==> config.mk <==
export PLATFORM = sky130hd
export DESIGN_NAME = pwm_deadtime_monitor
export DESIGN_NICKNAME = d
export VERILOG_FILES = /design/src/rtl/pwm_mon_pkg.sv /design/src/rtl/pwm_edge_det.sv /design/src/rtl/pwm_deadtime_monitor.sv
export SDC_FILE = /design/constraint.sdc
export NUM_CORES = 1
export LEC_CHECK = 0
export ABC_AREA = 1
export CAP_MARGIN = 20
export CORE_ASPECT_RATIO = 0.75
export CORE_MARGIN = 8
export CORE_UTILIZATION = 51
export CTS_BUF_LIST = sky130_fd_sc_hd__clkbuf_16
export DETAILED_ROUTE_END_ITERATION = 8
export PLACE_DENSITY = 0.85
export SYNTH_ARGS = -nofsm -noshare
export SYNTH_HDL_FRONTEND = slang
export SYNTH_SLANG_ARGS = --single-unit
==> constraint.sdc <==
create_clock -name clk -period 2.15 [get_ports clk]
set_input_delay 0.215 -clock clk [delete_from_list [all_inputs] [get_ports clk]]
set_output_delay 0.215 -clock clk [all_outputs]
set_load 0.1 [all_outputs]
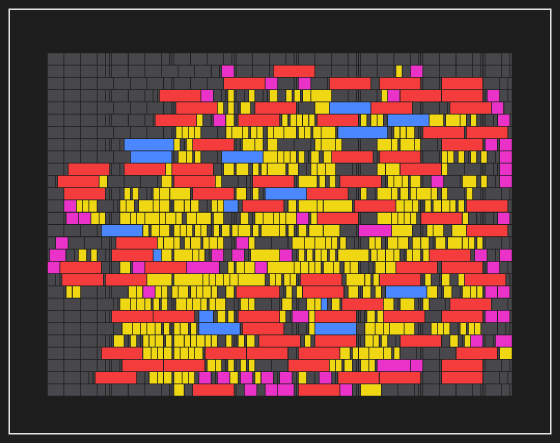
Run 1: cell classes on the final placement
Fill, decap, tap and diode cells in gray.
Key: red = sequential cells [cells 79, share of their area 42%]; magenta = remaining buffers and delay cells [cells 55, share of their area 9.7%]; yellow = combinational and other logic [cells 394, share of their area 42%]; blue = clock drivers and dummy loads [cells 15, share of their area 6.5%]
Site Rows: 28
design area: 4890 um2

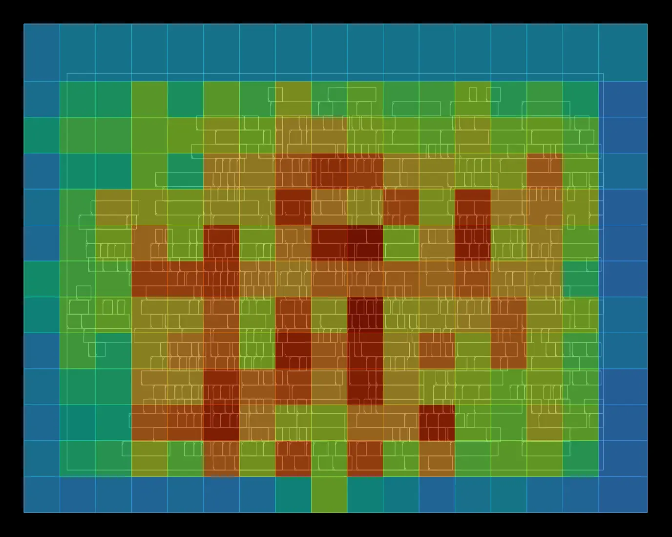
Run 1: track usage over the die
gr busiest metal: met2
grt met1 use: 22.0%
met3 GRT Util: 6.49%
GR Util All Layers: 17.8%

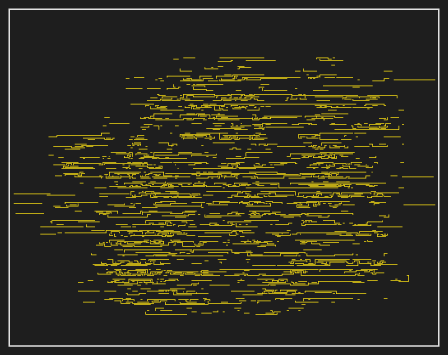
Run 1: metal 1
The layer holds 44% of the routed length. 503 nets have wire on it. The layer carries 4160 um of wire. The wires run mostly horizontal. The longest straight run is 36.8 um.
Routed Wire Length: 9.43 mm
Vias: 3450

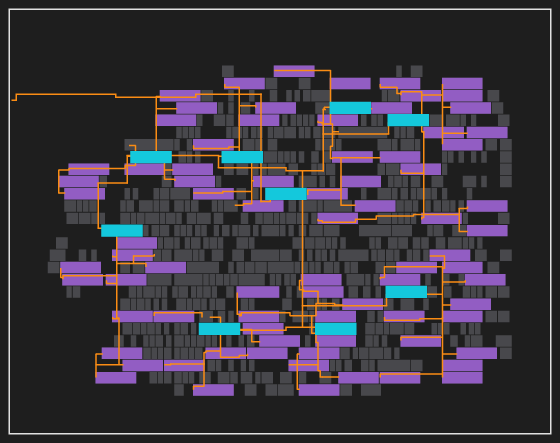
Run 1: clock distribution
Key: orange = clock wires [length 923 um]; cyan = clock drivers [count 9]; purple = flip-flops [count 79]
Position of the flops: widely spread. There are 10 routed clock nets.
Fin Clk Skew: 0.00917 ns
Latency at later pin: 0.34 ns
clock network fraction of total power: 20.2%
Clock Power: 1.59 mW

==> run summary, run 1 <==
Pre-CTS setup slack - 0.156 ns
Final worst slack - 0.161 ns
Rel. slew slack - 65.4%
Root Driver - clkbuf_16
Multi-input gate share of total cell area - 37.1%
CTS clk-pin slew, worst paths - 0.06 ns
Yosys chip area - 4120 um2
Critical-path top delay cell - dfrtp_2
CORE AREA - 7850 um2
Vias in the first global route - 3475
Run status - complete, no violations
Diode count - 0
Register share after synthesis - 48.0%
# Cells Yosys - 487
CTS Sinks - 79
CTS tree - done
Dpl cells - 632
Die Width - 120 um
Max Fclk - 0.503 GHz
Clock H-tree levels - 3
Non-clk buf share - 9.41%
Total global routing overflow - 0
Hold WS - 0.268 ns
Combinational Area - 1810 um2
Avg Vias per Cell - 5.32
Die Y - 93.8 um
Ao+oa area frac - 9.60%
Tap Cells - 105
Gate Count Post-Synth - 487
CP arrival - 2.19 ns
Mi-comb count - 342
Drt pass-1 iters - 7
Dominant logic cell type in the layout - nand2_1
Layout fillers - 643
Drt drc - 0
Crit start category - register
Layout cells sized above 1 - 23.2%
Total Power - 7.84 mW
Inverters - 52
Crit. End Element - register
Period Utilization, post-route - 92.5%
Gpl congestion - 0.946
# nets final - 549
Clk cell area share - 6.37%
Layout area overhead - 18.9%
Static leakage - 2.43 nW
Top Layout Cells - nand2_1, dfrtp_1, buf_4
Avg Inst Size Synth - 8.45 um2
Crit-path most repeated cell - nand2_1
Sequential cell count - 79
Largest fanout on the critical path - 18
Util after Layout - 62.4%
Remaining antenna violation count - 0
Post-synth regs - 79
CP Buf/Inv Count - 1
Clock buf count - 9
Buffers, non-clock - 55
TNS Setup - 0 ns
Pwr dens - 1600 nW/um2
Syn Nets - 497
Endpoints failing setup - 0
Critical Path RT - 2.35 ns
==> run 1: per-layer routing <==
layer	wire length [um]	track usage, %	share of wire (%)
met1	4160	22.0	44
met2	4420	29.1	47
met3	773	6.49	8.2
met4	78	4.66	0.83
met5	0	0	0
==> run 1: cells in the mapped netlist <==
cell type,number,area share (%)
xnor2_1,1,0.21
dfrtp_1,79,48
o21ai_0,33,4.0
nand2_4,3,0.82
nor3b_1,3,0.55
nor2_2,16,2.4
nor3b_4,1,0.46
o21ai_2,6,1.3
nand3_1,26,3.2
ha_1,5,1.5
nand2_1,138,13
nor2_1,32,2.9
o21a_1,1,0.18
nand3_2,1,0.24
or2_2,1,0.15
inv_1,42,3.8
xor2_1,8,1.7
nand3b_1,1,0.18
nand2_2,5,0.76
buf_6,6,1.6
o22ai_1,1,0.15
nor2_4,3,0.82
buf_2,4,0.49
a21oi_4,2,0.79
a21oi_2,7,1.5
clkbuf_1,2,0.18
buf_12,2,0.97
a21oi_1,14,1.7
inv_2,9,0.82
nand4_1,26,4.0
nor3_1,5,0.61
nand3_4,3,1.3
clkinv_1,1,0.091
==> run 1: power by group through the flow <==
stage               logic, mW  registers [mW]  clock network, mW
floorplan                1.43            3.97                  0
global placement         3.92            2.21                  0
detailed placement       4.01            2.23                  0
CTS                      4.04            2.21               1.61
global route             4.29            2.27               1.68
finish                   4.03            2.23               1.59
==> run 1: kinds of logic after synthesis <==
kind of cell | count (synthesis)
fa+ha+maj | 5
compound gates | 64
simple gates | 264
xor+xnor | 9
flops | 79
buf+inv | 66
==> run 1: repair_timing <==
| item | CTS | global route |
|---|---|---|
| hold endpoints to repair | 0 | 0 |
| hold buffers | 0 | 0 |
| resized | 0 | 3 |
| endpoints found under the setup margin | 0 | 28 |
| setup buffers | 0 | 1 |
Run 1, wires at chosen ports, followed through buffers:
Scale bar: 20 um.
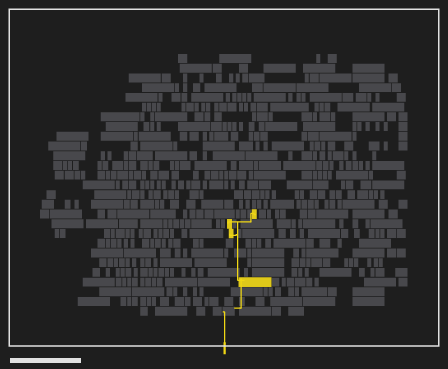

==> run 2: changes to the inputs <==
PLACE_DENSITY = 0.76   (was 0.85)
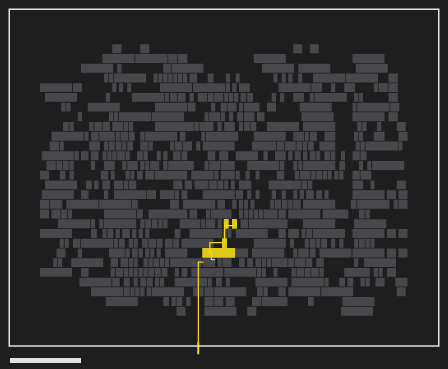
Run 2: wires at chosen ports, followed through buffers
Scale bar: 20 um.
Key: yellow = hs_in [bits 1, direction input, edge south, end cells 4, buffers 1, wire 44.6 um]
I/O Buffers: 43
io pins: 44

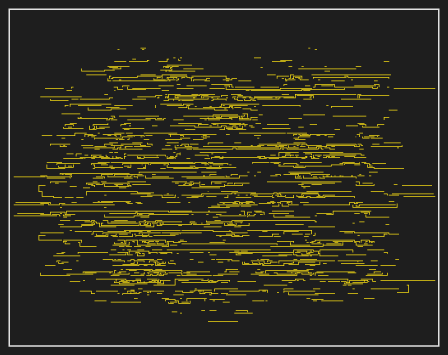
Run 2: metal 1
The wires run mostly horizontal. The longest straight run is 29.0 um. 498 nets have wire on it.
grt met1 use: 22.6%
Vias: 3391
Routed Wire Length: 9.20 mm

==> run 2 against run 1 <==
  * Sequential cell count unchanged
  * Clock skew down 0.0040 ns
  * Via count down 1.7%
  * Routed wire length down 2.4%
  * Utilization up 0.38 points
  * Sequential power about the same
  * Setup slack better by 0.013 ns
  * Global-route usage down 0.37 points
  * Total power up 0.98%
  * Area after synthesis unchanged
  * Synthesized cell count unchanged
  * Critical path type unchanged
==> run summary, run 2 <==
Run status - complete, no violations
Die Y - 93.8 um
CP arrival - 2.18 ns
Critical Path RT - 2.35 ns
Post-synth top area cell - dfrtp_1
Register share after synthesis - 48.0%
Design area - 4920 um2
Total global routing overflow - 0
Largest fanout on the critical path - 18
Gpl congestion - 0.939
Slowest stage delay, CP - 0.40 ns
Top cells by area - dfrtp_1, nand2_1, o21ai_0, nand4_1, inv_1
Hold Path Class - in -> async
Depth of the most critical reg-to-reg path - 11
Cell area after synthesis - 4120 um2
Latency at later pin - 0.33 ns
Fin Clk Skew - 0.00518 ns
Yosys chip area - 4120 um2
Switching part of the total - 50.3%
Vias in the first global route - 3333
Diode count - 0
Layout area overhead - 19.6%
# Cells Yosys - 487
Gate Count Post-Synth - 487
TNS Setup - 0 ns
Clock network fraction of total power - 21.5%
Layout cells sized above 1 - 22.7%
GR Util All Layers - 17.5%
Static leakage - 2.44 nW
Critical-path top delay cell - dfrtp_1
# nets final - 549
CTS tree - done
Endpoints failing setup - 0
Worst ir drop on vdd - 1.13 mV
Root Driver - clkbuf_16
Post-CTS Setup Bufs - 0
Yosys top cell by instances - nand2_1
Layout fillers - 658
Fin. max-slew vios - 0
Top cell family by delay on the critical path - simple AND/OR/NAND/NOR gates
CTS Sinks - 79
Rel. slew slack - 68.5%
Critical path, cell by cell - ha_1 > nand3_1 > nor2_1 > nand2_1 > nand2_1 > nand2_1 > nor2_2 > nand3_4 > nand2_4 > buf_12 > o21ai_0
Most common reg cell - dfrtp_1
CP Buf/Inv Count - 1
Dominant logic cell type in the layout - nand2_1
Syn Nets - 497
Top Layout Cells - nand2_1, dfrtp_1, buf_4
Crit start category - register
Crit-path most repeated cell - nand2_1
Max-Cap Viols - 0
Period Utilization, post-route - 91.9%
Util after Layout - 62.8%
Initial antenna violation count - 0
Die Width - 120 um
Drt drc - 0
CORE AREA - 7850 um2
Final worst slack - 0.175 ns
CTS resizes - 0
Crit. End Element - register
Cts hold-fix bufs - 0
Post-synth regs - 79
Max Fclk - 0.506 GHz
Avg Inst Size Synth - 8.45 um2
Tool warnings - 26
Commonest cells in the synthesized netlist - nand2_1, dfrtp_1, inv_1
CTS clk-pin slew, worst paths - 0.06 ns
Drt pass-1 iters - 4
Site Rows - 28
YS warnings - 0
Pre-CTS setup slack - 0.192 ns
Remaining antenna violation count - 0
Clock H-tree levels - 3
Area share, top type - 48.0%
Asr flop ratio synth - 100%
Avg Vias per Cell - 5.23
Pwr dens - 1610 nW/um2
EDFF count, synth - 0
[run 2: stage by stage]
step / cells / hold WS (ns) / power [mW]
6_report: 648 / 0.256 / 7.92
3_5_place_dp: 633 / 0.464 / 6.23
2_1_floorplan: 487 / 0.246 / 5.40
5_1_grt: 648 / 0.289 / 8.35
4_1_cts: 648 / 0.262 / 7.98
3_3_place_gp: 633 / 0.458 / 6.18
[run 2: worst register-to-register path: cells and delay by family (launching register included)]
kind | cells | cell delay (ns)
and+or+nand+nor | 8 | 0.94
buffers and inverters | 1 | 0.17
adders and majority gates | 1 | 0.24
DFF | 1 | 0.40
AOI/OAI and AO/OA | 1 | 0.10
[run 2: cell type report]
class                   count  area (um2)  share of cell area (%)
clock buffers               9         225                    4.57
clock inverters             6         110                    2.24
inverters                  52         199                    4.04
multi-input cells         342        1810                    36.7
flip-flops and latches     79        1980                    40.1
well taps                 105         131                    2.67
repair buffers             55         473                    9.60
[run 2: power groups by stage]
stage                     sequential (mW)  combinational, mW  clock (mW)
final                                2.20               4.01        1.71
after global routing                 2.26               4.28        1.81
after CTS                            2.20               4.03        1.74
after detailed placement             2.22               4.01           0
after global placement               2.21               3.97           0
after floorplan                      3.97               1.43           0
[run 2: cell families (layout without fill, tap and decap cells)]
family,after synthesis,in the layout,share of synthesized area [%]
xor+xnor,9,9,1.92
simple gates,264,264,30.9
buf+inv,66,122,8.02
fa+ha+maj,5,5,1.52
flops,79,79,48.0
compound gates,64,64,9.61
[run 2: per-layer routing]
metal	up-vias	wire length, um	GRT usage [%]
met1	1623	4320	22.6
met5	-	0	0
met3	10	676	6.01
li1	1682	-	-
met4	0	65	3.11
met2	76	4140	28.1
Power and IR drop assume default switching activity.
